[src/rtl/s38417_match_seq.sv]
// s38417_match_seq: sequences a captured sample across three reference banks
// through a registered comparator, stopping on the first hit or on timeout.
module s38417_match_seq #(
    parameter int W       = 8,
    parameter int TIMEOUT = 255
) (
    input  logic         CK,
    input  logic         RST_N,
    input  logic         cfg_wr_valid,
    output logic         cfg_wr_ready,
    input  logic [1:0]   cfg_wr_bank,
    input  logic [W-1:0] cfg_wr_data,
    input  logic         start,
    input  logic [W-1:0] sample,
    input  logic         sample_valid,
    output logic [W-1:0] cmp_word,
    output logic [W-1:0] bank0_q,
    output logic [W-1:0] bank1_q,
    output logic [W-1:0] bank2_q,
    output logic [2:0]   sel_onehot,
    output logic         cmp_en,
    input  logic         match_in,
    output logic         busy,
    output logic         done,
    output logic         hit,
    output logic [1:0]   hit_bank,
    output logic         cfg_err
);
    typedef enum logic [2:0] {IDLE, CAPT, SCAN, DRAIN, DONE} state_t;
    state_t       state_q, state_d;
    logic [W-1:0] bank0_d, bank1_d, bank2_d, cmp_word_q, cmp_word_d;
    logic [2:0]   sel_q, sel_d, prev_sel_q;
    logic [15:0]  cnt_q, cnt_d;
    logic         hit_q, hit_d, cfg_err_q, cfg_err_d, wr_acc, prev_hit;
    logic [1:0]   hit_bank_q, hit_bank_d, prev_idx;
    assign cfg_wr_ready = state_q == IDLE;
    assign wr_acc       = cfg_wr_valid && cfg_wr_ready;
    // match_in always answers for the select issued one cycle earlier
    assign prev_hit     = match_in && |prev_sel_q;
    assign prev_idx     = prev_sel_q[2] ? 2'd2 : prev_sel_q[1] ? 2'd1 : 2'd0;
    assign cmp_en       = state_q == SCAN;
    assign busy         = state_q != IDLE;
    assign done         = state_q == DONE;
    assign sel_onehot   = sel_q;
    assign cmp_word     = cmp_word_q;
    assign hit          = hit_q;
    assign hit_bank     = hit_bank_q;
    assign cfg_err      = cfg_err_q;
    always_comb begin
        state_d    = state_q;
        cmp_word_d = cmp_word_q;
        sel_d      = sel_q;
        cnt_d      = cnt_q;
        hit_d      = hit_q;
        hit_bank_d = hit_bank_q;
        cfg_err_d  = cfg_err_q;
        case (state_q)
            IDLE: if (start) begin
                state_d    = CAPT;
                hit_d      = 1'b0;
                hit_bank_d = 2'd0;
                cfg_err_d  = 1'b0;
            end
            CAPT: if (sample_valid) begin
                cmp_word_d = sample;
                sel_d      = 3'b001;
                cnt_d      = 16'd0;
                state_d    = SCAN;
            end
            SCAN: begin
                cnt_d = (cnt_q == 16'hFFFF) ? cnt_q : cnt_q + 16'd1;
                sel_d = {sel_q[1:0], sel_q[2]};
                if (prev_hit) begin
                    hit_d      = 1'b1;
                    hit_bank_d = prev_idx;
                    sel_d      = 3'b000;
                    state_d    = DONE;
                end else if (cnt_d >= 16'(TIMEOUT)) begin
                    sel_d   = 3'b000;
                    state_d = DRAIN;
                end
            end
            DRAIN: begin
                if (prev_hit) begin
                    hit_d      = 1'b1;
                    hit_bank_d = prev_idx;
                end
                state_d = DONE;
            end
            default: state_d = IDLE;
        endcase
        bank0_d = (wr_acc && cfg_wr_bank == 2'd0) ? cfg_wr_data : bank0_q;
        bank1_d = (wr_acc && cfg_wr_bank == 2'd1) ? cfg_wr_data : bank1_q;
        bank2_d = (wr_acc && cfg_wr_bank == 2'd2) ? cfg_wr_data : bank2_q;
        if (wr_acc && cfg_wr_bank == 2'd3) cfg_err_d = 1'b1;
    end
    always_ff @(posedge CK or negedge RST_N) begin
        if (!RST_N) begin
            state_q    <= IDLE;
            bank0_q    <= '0;
            bank1_q    <= '0;
            bank2_q    <= '0;
            cmp_word_q <= '0;
            sel_q      <= 3'b000;
            prev_sel_q <= 3'b000;
            cnt_q      <= 16'd0;
            hit_q      <= 1'b0;
            hit_bank_q <= 2'd0;
            cfg_err_q  <= 1'b0;
        end else begin
            state_q    <= state_d;
            bank0_q    <= bank0_d;
            bank1_q    <= bank1_d;
            bank2_q    <= bank2_d;
            cmp_word_q <= cmp_word_d;
            sel_q      <= sel_d;
            prev_sel_q <= sel_q;
            cnt_q      <= cnt_d;
            hit_q      <= hit_d;
            hit_bank_q <= hit_bank_d;
            cfg_err_q  <= cfg_err_d;
        end
    end
endmodule

[config.mk]
export PLATFORM = sky130hd
export DESIGN_NAME = s38417_match_seq
export DESIGN_NICKNAME = d
export VERILOG_FILES = /design/src/rtl/s38417_match_seq.sv
export SDC_FILE = /design/constraint.sdc
export NUM_CORES = 1
export LEC_CHECK = 0
export CAP_MARGIN = 20
export CORE_UTILIZATION = 25
export CTS_CLUSTER_DIAMETER = 60
export DETAILED_ROUTE_END_ITERATION = 10
export GPL_TIMING_DRIVEN = 0
export SKIP_LAST_GASP = 1
export SLEW_MARGIN = 20
export SYNTH_ARGS = -nofsm -noshare
export SYNTH_HDL_FRONTEND = slang
export SYNTH_SLANG_ARGS = --single-unit
[constraint.sdc]
create_clock -name CK -period 7 [get_ports CK]
set_clock_uncertainty 0.2 [all_clocks]
set_input_delay 1.4 -clock CK [delete_from_list [all_inputs] [get_ports CK]]
set_output_delay 1.4 -clock CK [all_outputs]
set_load 0.1 [all_outputs]
run_1/wire_density.png
Scale bar: 20 um. 22 x 22 tiles, from dark blue (low) to red (high), scaled to the fullest tile. Values are wire area over tile area, all layers added.
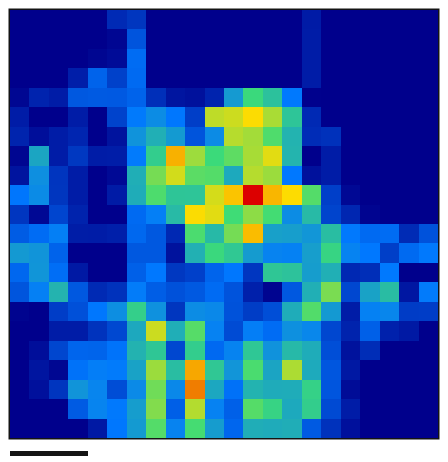
nearly empty tiles: 35%
emptiest ninth of the die: upper right
densest ninth of the die: centre

run_1/metal_stack.png
Scale bar: 20 um.
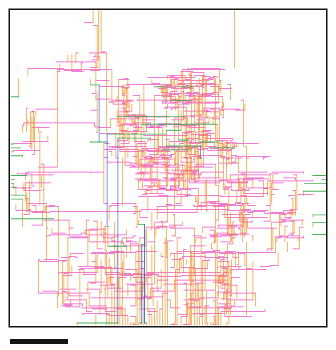
| colour | layer | wire length |
|---|---|---|
| magenta | met1 | 3100 um |
| orange | met2 | 3430 um |
| green | met3 | 253 um |
| blue | met4 | 181 um |

==> results.py, run 1 <==
# Metrics from the implementation run
metrics = {
    "worst_setup_path": {
        "crit_buf_inv": 4,
        "reg2reg_slack_ps": 4550,
        "r2r_cells": 8,
        "setup.worst_path.class": "register to output pin",
        "crit_fanout": 10,
        "worstSetupStartpoint": "state_q[1]$_DFFE_PN0P_",
        "path_cells": "clkbuf_1 > nand2b_1 > or2_2 > inv_2 > buf_2 > clkdlybuf4s50_1",
        "r2r-end": "sel_onehot[1]$_DFFE_PN0P_",
        "crit_end": "cmp_en",
        "worstPathArrival_ps": 2960,
        "cp_num_cells": 6,
    },
    "final_timing": {
        "setup_slack_ps": 2439,
        "period_minus_slack_ps": 4561,
        "max_slew_margin_pct": 32.18,
        "timing.hold.ws_ps": 237.6,
        "fin_tns_setup_ps": 0,
        "hold_violations": 0,
        "grt_setup_unrepaired": "no",
        "worstMarginPinSlew_ps": 1014,
    },
    "grt": {
        "grt_pass1_vias": 2287,
        "use_met3_pct": 2.092,
        "grt_pass1_wl_um": 11640,
        "antenna_found_initial": 0,
        "grt_max_degree": 51,
    },
    "layout": {
        "post-route-cell-area_sq_um": 4035,
        "drive_gt1_share_pct": 23.94,
        "sh_comb_area_pct": 30.70,
        "fillers": 1096,
        "largest_cell_class": "flip-flops and latches",
        "flop-count": 61,
        "seq-cell-share_pct": 37.83,
        "clock_buffers": 12,
        "final_cell_mix": "clkdlybuf4s50_1, dfrtp_1, mux2_2",
        "inverters": 5,
        "antennaDiodeCount": 0,
        "lay_top_count": "clkdlybuf4s50_1",
        "buffers": 79,
    },
    "drt": {
        "route.detailed.drc": 0,
        "drtIter0Drc": 135,
        "viasPerCell": 4.864,
    },
    "clock_network": {
        "cts_hold_buf": 0,
        "cts_buffer_depth": 2,
        "htreeDepth": 3,
        "post_cts_resized": 0,
        "cts.reportedPaths.clkPinSlew_ps": 50,
        "root_buffer": "clkbuf_16",
        "cts_tree": "done",
        "worstSkewPairLatency_ps": 320,
        "postCtsSetupRepairBufs": 0,
    },
    "floorplan": {
        "tap_cells": 140,
        "dieArea_sq_um": 11920,
        "core_area_sq_um": 11030,
        "die_h_um": 109.2,
        "num_rows": 38,
    },
    "synth": {
        "top_cell": "dfrtp_1",
        "top_area_cell": "dfrtp_1",
        "yosys_warnings": 0,
        "netlist_area_sq_um": 2873,
        "ys_cells": 248,
        "topCellsByArea": "dfrtp_1, mux2_2, nor2_1",
        "yosysUniqueCellTypes": 51,
        "ys.flop_type": "dfrtp_1",
        "yosysSeqAreaShare_pct": 53.14,
        "async_flop_share_pct": 100.0,
        "syn_inst": 248,
        "numSynthFlops": 61,
    },
    "placement": {
        "dp_cells": 455,
        "hpwl_um": 4947,
        "portBuffers": 66,
    },
    "run_status": {
        "outcome": "finished, final reports clean",
    },
    "min_path": {
        "holdPathEnd": "prev_sel_q[1]$_DFF_PN0_",
        "hold-path-cell-count": 0,
    },
}
run_1/cell_classes.png
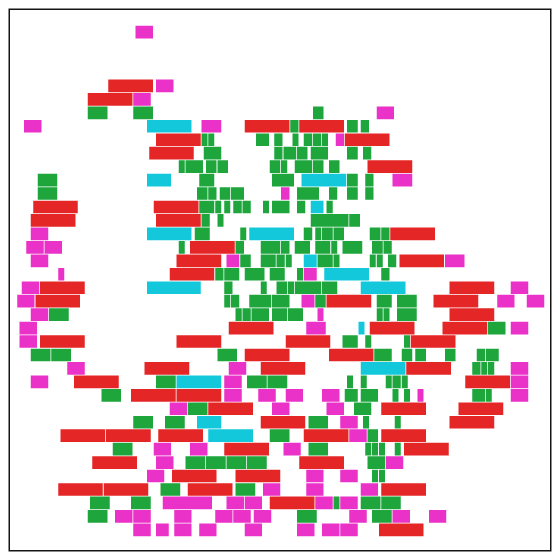
| colour | class | cells | share of their area |
|---|---|---|---|
| magenta | other buffers and delay cells | 79 | 20% |
| green | all other logic | 175 | 33% |
| red | flip-flops | 61 | 40% |
| cyan | clock drivers and dummy loads | 15 | 7.8% |

run_1/final_congestion.png
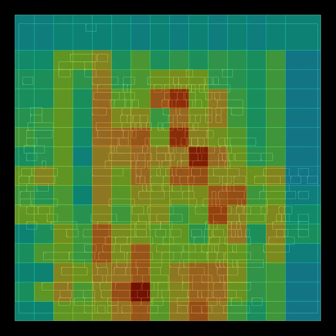
GR peak layer: met2
DR WL/cell: 14.80 um
met1 global-route usage: 16.13%
Finished Core Util: 36.58%

-- run 1: registers in the layout, summed over array words and instances (netlist names) --
signal	count
state_q	3
prev_sel_q	3
hit_bank	2
bank2_q	8
cmp_word	8
cfg_err	1
cnt_q	16
bank1_q	8
bank0_q	8
sel_onehot	3
hit	1
-- run 1: cells by family (layout without fill, tap and decap cells) --
group	count (synthesis)	count (layout)	synth area share, %
and+or+nand+nor	82	82	15.81
AOI/OAI and AO/OA	48	48	11.98
xor gates and xnor gates	2	2	0.6099
buffers and inverters	17	99	3.745
DFF	61	61	53.14
muxes	37	37	14.29
adders and majority gates	1	1	0.4355
-- run 1: routing by layer --
layer | vias to the layer above | wire length, um
li1 | 1074 | -
met1 | 1140 | 3099
met2 | 59 | 3425
met3 | 13 | 252
met4 | 0 | 180
met5 | - | 0
run_1/registers.png
Scale bar: 20 um. Other sequential cells in the stronger grey, the rest of the logic in the fainter grey.
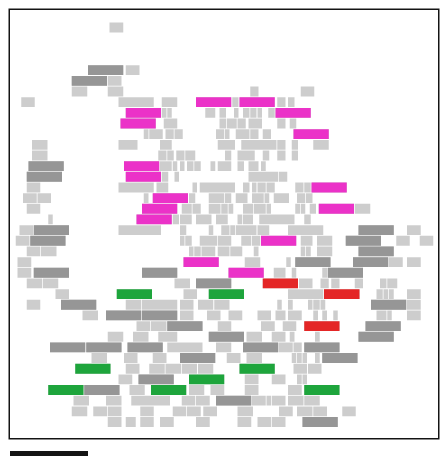

==> run 2: changes to the inputs <==
==> constraint.sdc (replaced) <==
create_clock -name CK -period 3.9 [get_ports CK]
set_clock_uncertainty 0.2 [all_clocks]
set_input_delay 0.78 -clock CK [delete_from_list [all_inputs] [get_ports CK]]
set_output_delay 0.78 -clock CK [all_outputs]
set_load 0.1 [all_outputs]
run_2/registers.png
Scale bar: 20 um. Other sequential cells in the stronger grey, the rest of the logic in the fainter grey.
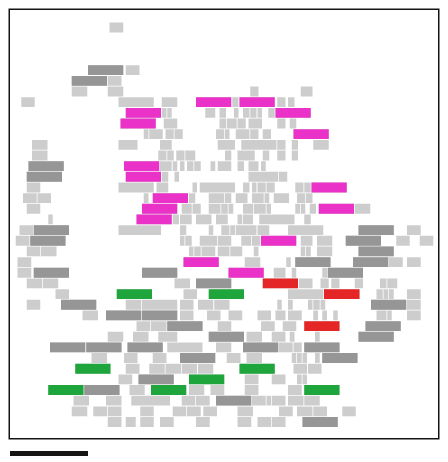
| colour | netlist name | flops |
|---|---|---|
| magenta | `cnt_q` | 16 |
| red | `state_q` | 3 |
| green | `bank2_q` | 8 |
not coloured: 34
Finished Core Util: 36.57%
Storage cell area: 1526 sq um
Seq/total area: 37.84%

run_2/cell_classes.png
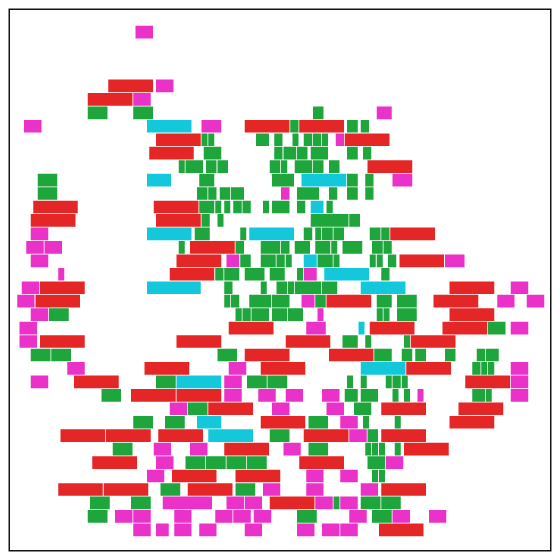
fin area: 4034 sq um
Core ar.: 11030 sq um

==> run 2 against run 1 <==
  * Register-to-register slack got worse by 3100 ps
  * Critical path type unchanged
  * Largest cell class unchanged
  * Wire length about the same
==> results.py, run 2 <==
# Metrics from the implementation run
metrics = {
    "layout": {
        "largest_cell_class": "flip-flops and latches",
        "inverters": 5,
        "drive_gt1_share_pct": 23.94,
        "regMostFlops": "cnt_q",
        "final_cell_mix": "clkdlybuf4s50_1, dfrtp_1, mux2_2",
        "antennaDiodeCount": 0,
        "largest_reg_flops": 16,
        "fillers": 1097,
        "clock_buffers": 12,
        "buffers": 79,
    },
    "placement": {
        "portBuffers": 66,
        "dp_cells": 455,
        "hpwl_um": 4947,
    },
    "drt": {
        "viasPerCell": 4.862,
        "route.met2.wl_um": 3439,
        "wl_met1_um": 3075,
        "wl_met3_um": 260,
        "route.detailed.drc": 0,
        "top_layer_used": "met4",
        "wl_per_cell_um": 14.80,
        "drtIter0Drc": 135,
    },
    "clock_network": {
        "cts_buffer_depth": 2,
        "post_cts_resized": 1,
        "cts.reportedPaths.clkPinSlew_ps": 50,
        "cts_hold_buf": 0,
        "postCtsSetupRepairBufs": 0,
        "htreeDepth": 3,
        "root_buffer": "clkbuf_16",
        "cts_tree": "done",
    },
    "floorplan": {
        "dieArea_sq_um": 11920,
        "die_h_um": 109.2,
        "num_rows": 38,
        "tap_cells": 140,
    },
    "synth": {
        "numSynthFlops": 61,
        "topCellsByArea": "dfrtp_1, mux2_2, nor2_1",
        "top_cell": "dfrtp_1",
        "top_area_cell": "dfrtp_1",
        "async_flop_share_pct": 100.0,
        "ys_cells": 248,
        "yosysSeqAreaShare_pct": 53.14,
        "yosysUniqueCellTypes": 51,
        "yosys_warnings": 0,
        "netlist_area_sq_um": 2873,
        "syn_inst": 248,
    },
    "final_timing": {
        "fin_tns_setup_ps": 0,
        "grt_setup_unrepaired": "no",
        "finalSetupViolCount": 0,
        "finalCritPeriodShare_pct": 93.60,
        "period_minus_slack_ps": 3650,
        "max_slew_margin_pct": 32.18,
    },
    "worst_setup_path": {
        "setup.worst_path.class": "register to output pin",
        "start_kind": "register",
        "worstSetupStartpoint": "state_q[1]$_DFFE_PN0P_",
        "reg2reg_slack_ps": 1450,
        "r2r_cells": 8,
        "crit_fanout": 10,
        "worstPathArrival_ps": 2670,
        "crit_end": "cmp_en",
    },
    "grt": {
        "grt_max_degree": 51,
        "grt_pass1_wl_um": 11640,
        "gr-max-usage-layer": "met2",
        "grt_pass1_vias": 2287,
        "use_met3_pct": 2.092,
    },
    "run_status": {
        "outcome": "finished, final reports clean",
    },
}
-- run 2: cell counts after synthesis --
Identical to the previous run, type by type.
-- run 2: worst max-delay path: stages, from the launching register on --
cell,delay [ps]
dfrtp_1,310
clkbuf_1,290
nand2b_1,150
or2_2,350
inv_2,110
buf_2,240
dlygate4sd2_1,890
-- run 2: cells by family after synthesis --
logic type	synth area share [%]
XOR/XNOR	0.6099
AND-OR/OR-AND	11.98
buffers and inverters	3.745
flip-flops	53.14
AND/OR/NAND/NOR	15.81
adder cells (fa/ha/maj)	0.4355
multiplexers	14.29
-- run 2: through the flow --
stage               utilization, %  hold WS (ps)
floorplan                        -         263.7
global placement             33.62         223.2
detailed placement           33.85         226.5
CTS                          36.57         90.11
global route                 36.57         92.58
finish                       36.57         94.23
==> run 3: changes to the inputs <==
--- a/config.mk
+++ b/config.mk
@@ -8,6 +8,7 @@
 export CAP_MARGIN = 20
 export CORE_UTILIZATION = 25
 export CTS_CLUSTER_DIAMETER = 60
+export CTS_CLUSTER_SIZE = 24
 export DETAILED_ROUTE_END_ITERATION = 10
 export GPL_TIMING_DRIVEN = 0
 export SKIP_LAST_GASP = 1
run_3/final_congestion.png
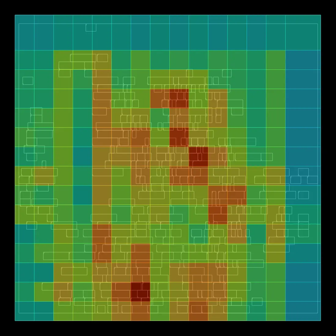
GRT Total Usage: 12.88%
DR WL/cell: 14.80 um
grt met3 use: 2.092%
grt met2 use: 20.93%

run_3/metal_stack.png
Scale bar: 20 um.
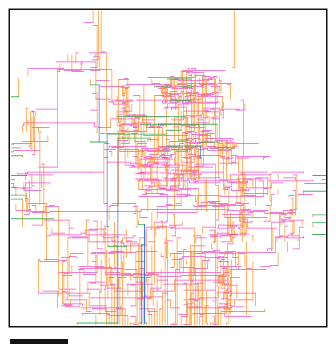
| colour | layer | wire length |
|---|---|---|
| blue | met4 | 181 um |
| orange | met2 | 3440 um |
| green | met3 | 261 um |
| magenta | met1 | 3080 um |
Vias: 2285
routed wire length: 6956 um

==> run 3 against run 2 <==
  * Area after synthesis unchanged
  * Non-clock buffer count stayed put
  * Cell area did not move
  * Die area unchanged
  * Setup slack stayed put
  * Sequential share of layout area stayed put
  * Register-to-register slack barely moved
  * Via count unchanged
==> results.py, run 3 <==
# Metrics from the implementation run
metrics = {
    "run_status": {
        "outcome": "finished, final reports clean",
    },
    "drt": {
        "ant_nets": 0,
        "drtIter0Drc": 135,
        "viasPerCell": 4.862,
        "route.detailed.drc": 0,
        "firstDrtPassIters": 4,
    },
    "floorplan": {
        "dieArea_sq_um": 11920,
        "core_area_sq_um": 11030,
        "tap_cells": 140,
        "die_h_um": 109.2,
        "num_rows": 38,
    },
    "worst_setup_path": {
        "critPathMaxStageDelay_ps": 890,
        "reg2reg_slack_ps": 1450,
        "start_kind": "register",
        "worstPathArrival_ps": 2670,
        "path_cells": "clkbuf_1 > nand2b_1 > or2_2 > inv_2 > buf_2 > dlygate4sd2_1",
        "worstSetupStartpoint": "state_q[1]$_DFFE_PN0P_",
        "cp_num_cells": 6,
        "critical_path.slowest_cell": "dlygate4sd2_1",
        "crit_end": "cmp_en",
        "setup.worst_path.class": "register to output pin",
        "r2r_cells": 8,
        "crit_buf_inv": 4,
        "crit_family": "buffers and inverters",
    },
    "layout": {
        "seq_area_sq_um": 1526,
        "largest_cell_class": "flip-flops and latches",
        "drive_gt1_share_pct": 23.94,
        "largest_reg_flops": 16,
        "antennaDiodeCount": 0,
        "fillers": 1097,
        "inverters": 5,
        "seq-cell-share_pct": 37.84,
        "buffers": 79,
        "clock_buffers": 12,
        "post-route-cell-area_sq_um": 4034,
        "final_cell_mix": "clkdlybuf4s50_1, dfrtp_1, mux2_2",
        "post-route-util_pct": 36.57,
        "regMostFlops": "cnt_q",
        "nets": 351,
    },
    "clock_network": {
        "cts_hold_buf": 0,
        "root_buffer": "clkbuf_16",
        "cts_buffer_depth": 2,
        "post_cts_resized": 1,
        "postCtsSetupRepairBufs": 0,
        "htreeDepth": 3,
        "cts_tree": "done",
    },
    "synth": {
        "netlist_area_sq_um": 2873,
        "syn_inst": 248,
        "top_cell": "dfrtp_1",
        "topCellsByArea": "dfrtp_1, mux2_2, nor2_1",
        "ys_cells": 248,
        "numSynthFlops": 61,
        "async_flop_share_pct": 100.0,
        "top_area_cell": "dfrtp_1",
        "yosysSeqAreaShare_pct": 53.14,
        "yosysUniqueCellTypes": 51,
        "ys.flop_type": "dfrtp_1",
        "synth-edff-count": 0,
    },
    "final_timing": {
        "grt_setup_unrepaired": "no",
        "timing.hold.ws_ps": 94.23,
        "fin_tns_setup_ps": 0,
        "finalSetupViolCount": 0,
        "max_slew_margin_pct": 32.18,
        "period_minus_slack_ps": 3650,
        "finalCritPeriodShare_pct": 93.60,
        "timing.fmax_mhz": 274.0,
    },
    "grt": {
        "grt_overflow_total": 0,
        "grt_pass1_wl_um": 11640,
        "grt_max_degree": 51,
        "grt_pass1_vias": 2287,
    },
    "placement": {
        "portBuffers": 66,
        "hpwl_um": 4947,
        "place_ws_ps": 288.0,
        "dp_cells": 455,
    },
    "min_path": {
        "hold_path_class": "input port to asynchronous set/reset pin",
    },
}
[run 3: logic make-up (layout without fill, tap and decap cells)]
logic type	count (synthesis)	after routing	share of synthesized area [%]
adders and majority gates	1	1	0.4355
muxes	37	37	14.29
xor gates and xnor gates	2	2	0.6099
buffers and inverters	17	99	3.745
and+or+nand+nor	82	82	15.81
DFF	61	61	53.14
AOI/OAI and AO/OA	48	48	11.98
[run 3: per-layer routing]
layer	track usage [%]	vias up	part of all wire (%)	wire [um]
met5	0	-	0	0
met4	7.429	0	2.6	180
met3	2.092	13	3.7	260
met2	20.93	60	49	3439
met1	16.13	1138	44	3075
li1	-	1074	-	-
